**config.mk**
```make
export PLATFORM = sky130hd
export DESIGN_NAME = uart_prog_loader
export DESIGN_NICKNAME = d
export VERILOG_FILES = /design/src/rtl/uart_prog_loader.sv
export SDC_FILE = /design/constraint.sdc
export NUM_CORES = 1
export LEC_CHECK = 0
export CAP_MARGIN = 10
export CORE_MARGIN = 1.5
export CORE_UTILIZATION = 40
export DETAILED_ROUTE_END_ITERATION = 7
export PLACE_DENSITY = 0.76
export SLEW_MARGIN = 20
export SYNTH_ARGS = -nofsm -noshare
export SYNTH_HDL_FRONTEND = slang
export SYNTH_SLANG_ARGS = --single-unit
```
**constraint.sdc**
```tcl
create_clock -name clk -period 3.15 [get_ports clk]
set_input_delay 0.63 -clock clk [delete_from_list [all_inputs] [get_ports clk]]
set_output_delay 0.63 -clock clk [all_outputs]
set_load 0.01 [all_outputs]
```
**src/rtl/uart_prog_loader.sv**
```systemverilog
// ----------------------------------------------------------------------------
// uart_prog_loader
//   Pulls a program image out of the 32-bit UART word receiver. It requests
//   one word at a time. The first word is a length N. The next N words are
//   written to consecutive instruction-memory addresses, starting at
//   BASE_ADDR. Completion and error are reported to the boot logic.
//
//   Optional feature (macro UART_LOADER_CHECKSUM_EN):
//     After the last data word, one more word is requested. It is compared
//     with a running XOR of the data words, and a mismatch sets err.
//
// Ports
//   clk, rstn    clock and asynchronous active-low reset
//   start        begin a load (honoured only in IDLE or DONE)
//   rx_data      word from receiver
//   rx_valid     one-cycle pulse, rx_data valid
//   rx_req       one-cycle pulse, request next word
//   mem_we       one-cycle write strobe per data word
//   mem_addr     write address (holds when mem_we=0)
//   mem_wdata    write data (holds when mem_we=0)
//   busy         high while a load is in progress
//   done         high in DONE, cleared by start
//   err          bad length (or checksum mismatch), valid while done=1
//   words_left   remaining data words (debug)
// ----------------------------------------------------------------------------
module uart_prog_loader #(
    parameter int unsigned           ADDR_W    = 14,
    parameter logic [ADDR_W-1:0]     BASE_ADDR = '0,
    parameter int unsigned           MAX_WORDS = 16384
) (
    input  logic              clk,
    input  logic              rstn,
    input  logic              start,
    input  logic [31:0]       rx_data,
    input  logic              rx_valid,
    output logic              rx_req,
    output logic              mem_we,
    output logic [ADDR_W-1:0] mem_addr,
    output logic [31:0]       mem_wdata,
    output logic              busy,
    output logic              done,
    output logic              err,
    output logic [31:0]       words_left
);

    typedef enum logic [3:0] {
        S_IDLE,
        S_REQ_LEN,
        S_WAIT_LEN,
        S_REQ_DATA,
        S_WAIT_DATA,
        S_WRITE,
        S_DONE
`ifdef UART_LOADER_CHECKSUM_EN
        ,
        S_REQ_SUM,
        S_WAIT_SUM
`endif
    } state_t;

    state_t            state_q, state_d;
    logic              rx_req_q, rx_req_d;
    logic              mem_we_q, mem_we_d;
    logic [ADDR_W-1:0] mem_addr_q, mem_addr_d;
    logic [31:0]       mem_wdata_q, mem_wdata_d;
    logic              busy_q, busy_d;
    logic              done_q, done_d;
    logic              err_q, err_d;
    logic [31:0]       words_left_q, words_left_d;
    logic [ADDR_W-1:0] addr_q, addr_d;
`ifdef UART_LOADER_CHECKSUM_EN
    logic [31:0]       sum_q, sum_d;
`endif

    always_comb begin
        state_d      = state_q;
        mem_addr_d   = mem_addr_q;
        mem_wdata_d  = mem_wdata_q;
        err_d        = err_q;
        words_left_d = words_left_q;
        addr_d       = addr_q;
`ifdef UART_LOADER_CHECKSUM_EN
        sum_d        = sum_q;
`endif

        case (state_q)
            S_IDLE, S_DONE: begin
                if (start) begin
                    state_d = S_REQ_LEN;
                    err_d   = 1'b0;
`ifdef UART_LOADER_CHECKSUM_EN
                    sum_d   = '0;
`endif
                end
            end
            S_REQ_LEN:  state_d = S_WAIT_LEN;
            S_WAIT_LEN: begin
                if (rx_valid) begin
                    // Full 32-bit compare: huge lengths must not alias into range.
                    if (rx_data == 32'd0 || rx_data > 32'(MAX_WORDS)) begin
                        err_d   = 1'b1;
                        state_d = S_DONE;
                    end else begin
                        words_left_d = rx_data;
                        addr_d       = BASE_ADDR;
                        state_d      = S_REQ_DATA;
                    end
                end
            end
            S_REQ_DATA:  state_d = S_WAIT_DATA;
            S_WAIT_DATA: begin
                if (rx_valid) begin
                    mem_wdata_d = rx_data;
`ifdef UART_LOADER_CHECKSUM_EN
                    sum_d       = sum_q ^ rx_data;
`endif
                    state_d     = S_WRITE;
                end
            end
            S_WRITE: begin
                // Address wraps modulo 2^ADDR_W by truncation.
                addr_d       = addr_q + ADDR_W'(1);
                words_left_d = words_left_q - 32'd1;
                if (words_left_q == 32'd1) begin
`ifdef UART_LOADER_CHECKSUM_EN
                    state_d = S_REQ_SUM;
`else
                    state_d = S_DONE;
`endif
                end else begin
                    state_d = S_REQ_DATA;
                end
            end
`ifdef UART_LOADER_CHECKSUM_EN
            S_REQ_SUM:  state_d = S_WAIT_SUM;
            S_WAIT_SUM: begin
                if (rx_valid) begin
                    if (rx_data != sum_q) err_d = 1'b1;
                    state_d = S_DONE;
                end
            end
`endif
            default: state_d = S_IDLE;
        endcase

        // Outputs are registered copies decoded from the next state, so they
        // line up with the state they belong to.
        rx_req_d = (state_d == S_REQ_LEN) || (state_d == S_REQ_DATA);
`ifdef UART_LOADER_CHECKSUM_EN
        rx_req_d = rx_req_d || (state_d == S_REQ_SUM);
`endif
        mem_we_d = (state_d == S_WRITE);
        if (state_d == S_WRITE) mem_addr_d = addr_q;
        busy_d   = (state_d != S_IDLE) && (state_d != S_DONE);
        done_d   = (state_d == S_DONE);
    end

    always_ff @(posedge clk or negedge rstn) begin
        if (!rstn) begin
            state_q      <= S_IDLE;
            rx_req_q     <= 1'b0;
            mem_we_q     <= 1'b0;
            mem_addr_q   <= '0;
            mem_wdata_q  <= '0;
            busy_q       <= 1'b0;
            done_q       <= 1'b0;
            err_q        <= 1'b0;
            words_left_q <= '0;
            addr_q       <= '0;
`ifdef UART_LOADER_CHECKSUM_EN
            sum_q        <= '0;
`endif
        end else begin
            state_q      <= state_d;
            rx_req_q     <= rx_req_d;
            mem_we_q     <= mem_we_d;
            mem_addr_q   <= mem_addr_d;
            mem_wdata_q  <= mem_wdata_d;
            busy_q       <= busy_d;
            done_q       <= done_d;
            err_q        <= err_d;
            words_left_q <= words_left_d;
            addr_q       <= addr_d;
`ifdef UART_LOADER_CHECKSUM_EN
            sum_q        <= sum_d;
`endif
        end
    end

    assign rx_req     = rx_req_q;
    assign mem_we     = mem_we_q;
    assign mem_addr   = mem_addr_q;
    assign mem_wdata  = mem_wdata_q;
    assign busy       = busy_q;
    assign done       = done_q;
    assign err        = err_q;
    assign words_left = words_left_q;

endmodule

```
**Run 1: the clock network**

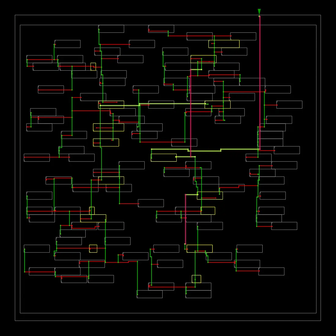
clk_buf instances: 10
count of clock tree sinks: 101
Post-Route Skew: 0.005720 ns
number of buffers inserted during clock tree synthesis: 9

**Run 1: logic cells by family**

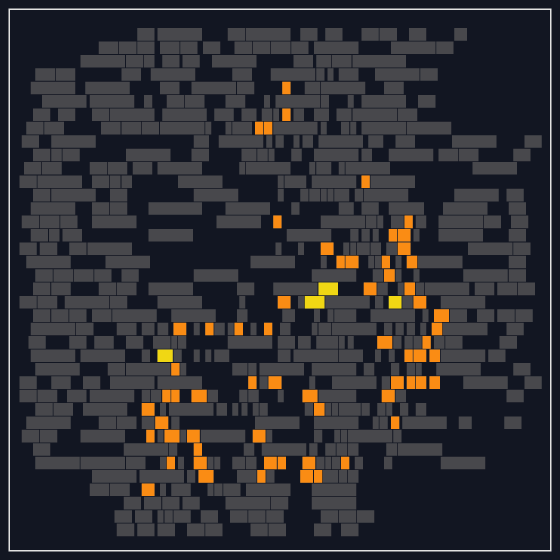
yellow -> AND-OR and OR-AND gates  # cells 4, most used o221a_2, where middle
orange -> inverting AOI/OAI gates  # cells 63, most used o21ai_0

==> results.py, run 1 <==
# Synthesis and PnR figures
metrics = {
    "floorplanning": {
        "row_count": 38,
        "die_width_um": 109.7,
    },
    "worst_setup_path": {
        "critPathMaxFanout": 7,
        "worst-r2r-cell-count": 6,
        "worst-r2r-setup-slack_ns": 0.46,
        "timing.rr.end": "busy$_DFF_PN0_",
        "worst-setup-path-type": "reg -> reg",
        "worst-endpoint-arrival_ns": 2.90,
        "endpoint": "busy$_DFF_PN0_",
        "maximum_single_stage_delay_on_the_critical_path_ns": 0.54,
        "worst-path-buf-inv": 0,
        "start_kind": "register",
    },
    "power_and_ir_drop": {
        "netSwitchingPower_uw": 1387,
        "seq_power_share": 0.431,
        "power-top-group": "sequential cells",
    },
    "route": {
        "drtAntennaViolNets": 0,
        "drt_pre_antenna_iters": 5,
        "drt-total-wl_um": 11530,
        "detail_route.iter0.violations": 183,
    },
    "global_routing": {
        "grt_start_max_net_pins": 65,
        "number_of_global_route_vias_before_repair": 3707,
        "grt.overflow.total": 0,
        "grt_first_pass_wirelength_um": 18730,
        "gr-usage-met3": 0.05216,
    },
    "synth": {
        "synthTopCellsByArea": "dfrtp_1 56%, mux2_2 11%, nand3_1 3.6%",
        "syn_nets": 454,
        "aoi_share": 0.09648,
        "synth_dominant_cell_count": "dfrtp_1",
        "ys_types": 47,
        "post_synth_and_or_nand_nor_area_fraction": 0.1828,
        "synth-area-yosys_um2": 4552,
        "syn-mean-instance-area_um2": 10.97,
    },
    "placed_design": {
        "placement.io_buffers": 118,
        "placedCellCount": 664,
    },
    "final_timing": {
        "timing.final.max_slew_violations": 0,
        "setup_violations": 0,
        "grt_setup_unrepaired": "false",
    },
    "layout": {
        "nonClockInverterCount": 7,
        "finalNetCount": 574,
        "nNonClkBuffers": 125,
        "seq_share": 0.4038,
        "mostFrequentLayoutCell": "clkdlybuf4s50_1",
        "layout.buffer.nonclock.area_share": 0.1987,
        "flop_area_um2": 2527,
        "antenna-diode-count": 0,
        "area_dominant_class": "flip-flops and latches",
        "area_growth_syn_to_layout_pct": 37.52,
    },
    "run_status": {
        "status": "finished clean",
    },
    "clock_network": {
        "clk_pin_slew_worst_paths_ns": 0.07,
    },
}
**Run 1: wiring by layer**

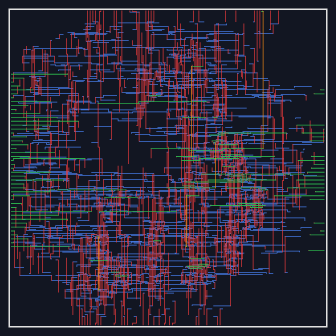
green -> metal 3  # wire length 963 um
red -> metal 2  # wire length 5430 um
blue -> metal 1  # wire length 5010 um
orange -> metal 4  # wire length 131 um

**Run 1: clock distribution**

Scale bar: 20 um.
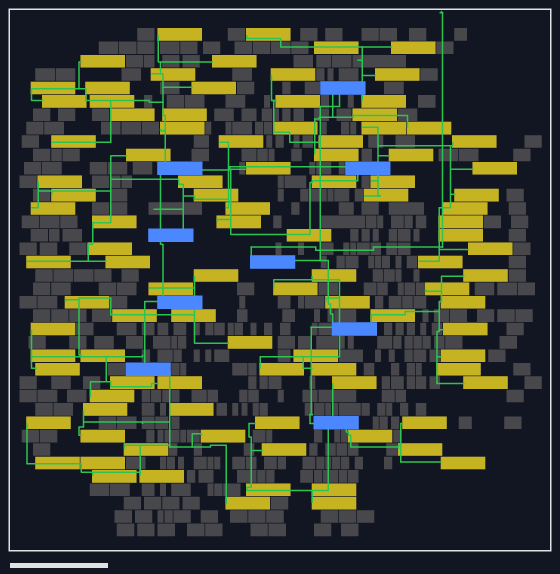
green -> clock wires  # length 1220 um
yellow -> flip-flops  # count 101
blue -> clock drivers  # count 9
routed clock nets = 10
flops lie = spread over the die

==> run 2: changes to the inputs <==
Settings changed: CORE_UTILIZATION 40 to 30, PLACE_DENSITY 0.76 to 0.62.
**Run 2: clock distribution**

Scale bar: 50 um.
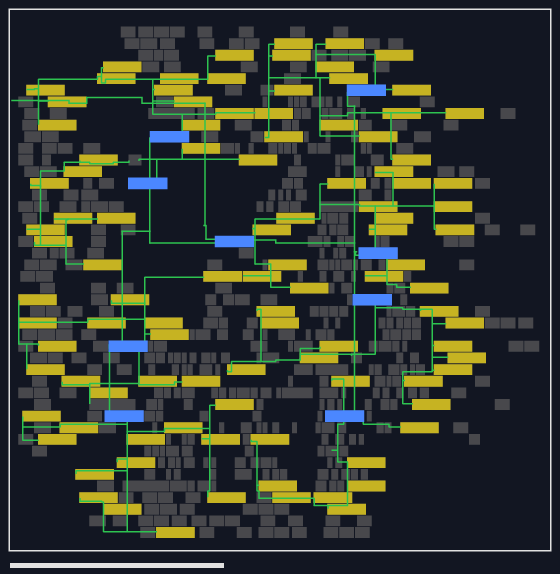
power attributed to the clock group: 1290 uW
Post-Route Skew: 0.008453 ns
latest clock arrival within the worst-skew pair: 0.35 ns
fraction of power consumed by the clock network: 0.270

==> run 2 against run 1 <==
Compared with the run above: routed wire length is 3.8% higher; critical path depth stayed put; largest cell class unchanged; die area is 32% higher; maximum frequency is 0.89% lower; clock-buffer cell count is 1 lower; design area is 1.4% higher; via count is 0.82% lower; synthesized cell count stayed put; worst hold slack worse by 0.083 ns; flip-flop count stayed put; area after synthesis stayed put; worst setup slack worse by 0.024 ns; critical path type unchanged.
==> results.py, run 2 <==
# Synthesis and PnR figures
metrics = {
    "run_status": {
        "status": "finished clean",
    },
    "power_and_ir_drop": {
        "power-top-group": "sequential cells",
        "netSwitchingPower_uw": 1414,
    },
    "final_timing": {
        "setup_violations": 0,
        "grt_setup_unrepaired": "false",
        "timing.final.max_slew_violations": 0,
    },
    "layout": {
        "n_clock_buffer": 9,
        "finalNetCount": 576,
        "area_dominant_class": "flip-flops and latches",
        "fin_area_um2": 6350,
        "flop_area_um2": 2527,
        "area_growth_syn_to_layout_pct": 39.50,
        "layout.buffer.nonclock.area_share": 0.1982,
        "nNonClkBuffers": 127,
        "seq_share": 0.3980,
        "nonClockInverterCount": 7,
    },
    "clock_network": {
        "cts.sinks": 101,
        "clk_pin_slew_worst_paths_ns": 0.07,
        "numCtsBuffers": 9,
    },
    "floorplanning": {
        "die_width_um": 126.2,
        "dieArea_um2": 15920,
        "row_count": 44,
    },
    "synth": {
        "synth.largest_area_cell": "dfrtp_1",
        "syn-mean-instance-area_um2": 10.97,
        "post_synth_and_or_nand_nor_area_fraction": 0.1828,
        "syn_nets": 454,
        "ys_types": 47,
        "synth-area-yosys_um2": 4552,
        "aoi_share": 0.09648,
        "synth_dominant_cell_count": "dfrtp_1",
        "synthTopCellsByArea": "dfrtp_1 56%, mux2_2 11%, nand3_1 3.6%",
    },
    "worst_setup_path": {
        "critPathMaxFanout": 7,
        "worst-r2r-setup-slack_ns": 0.44,
        "start_kind": "register",
        "worst-r2r-cell-count": 6,
        "endpoint": "words_left[27]$_DFFE_PN0P_",
        "timing.rr.end": "words_left[27]$_DFFE_PN0P_",
        "maximum_single_stage_delay_on_the_critical_path_ns": 0.54,
        "worst-setup-path-type": "reg -> reg",
    },
    "route": {
        "detail_route.iter0.violations": 185,
        "drtAntennaViolNets": 0,
    },
    "global_routing": {
        "grt_first_pass_wirelength_um": 19790,
        "number_of_global_route_vias_before_repair": 3826,
        "grt.overflow.total": 0,
    },
    "placed_design": {
        "placedCellCount": 710,
    },
}
**Run 2: wires at chosen ports, followed through buffers**

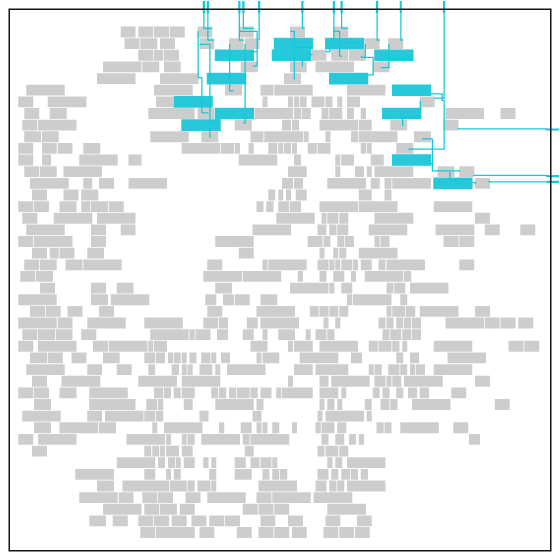
cyan -> `mem_addr`  # bits 14, direction output, end cells 14, wire 361 um

Power is estimated from default activity; no workload was simulated.
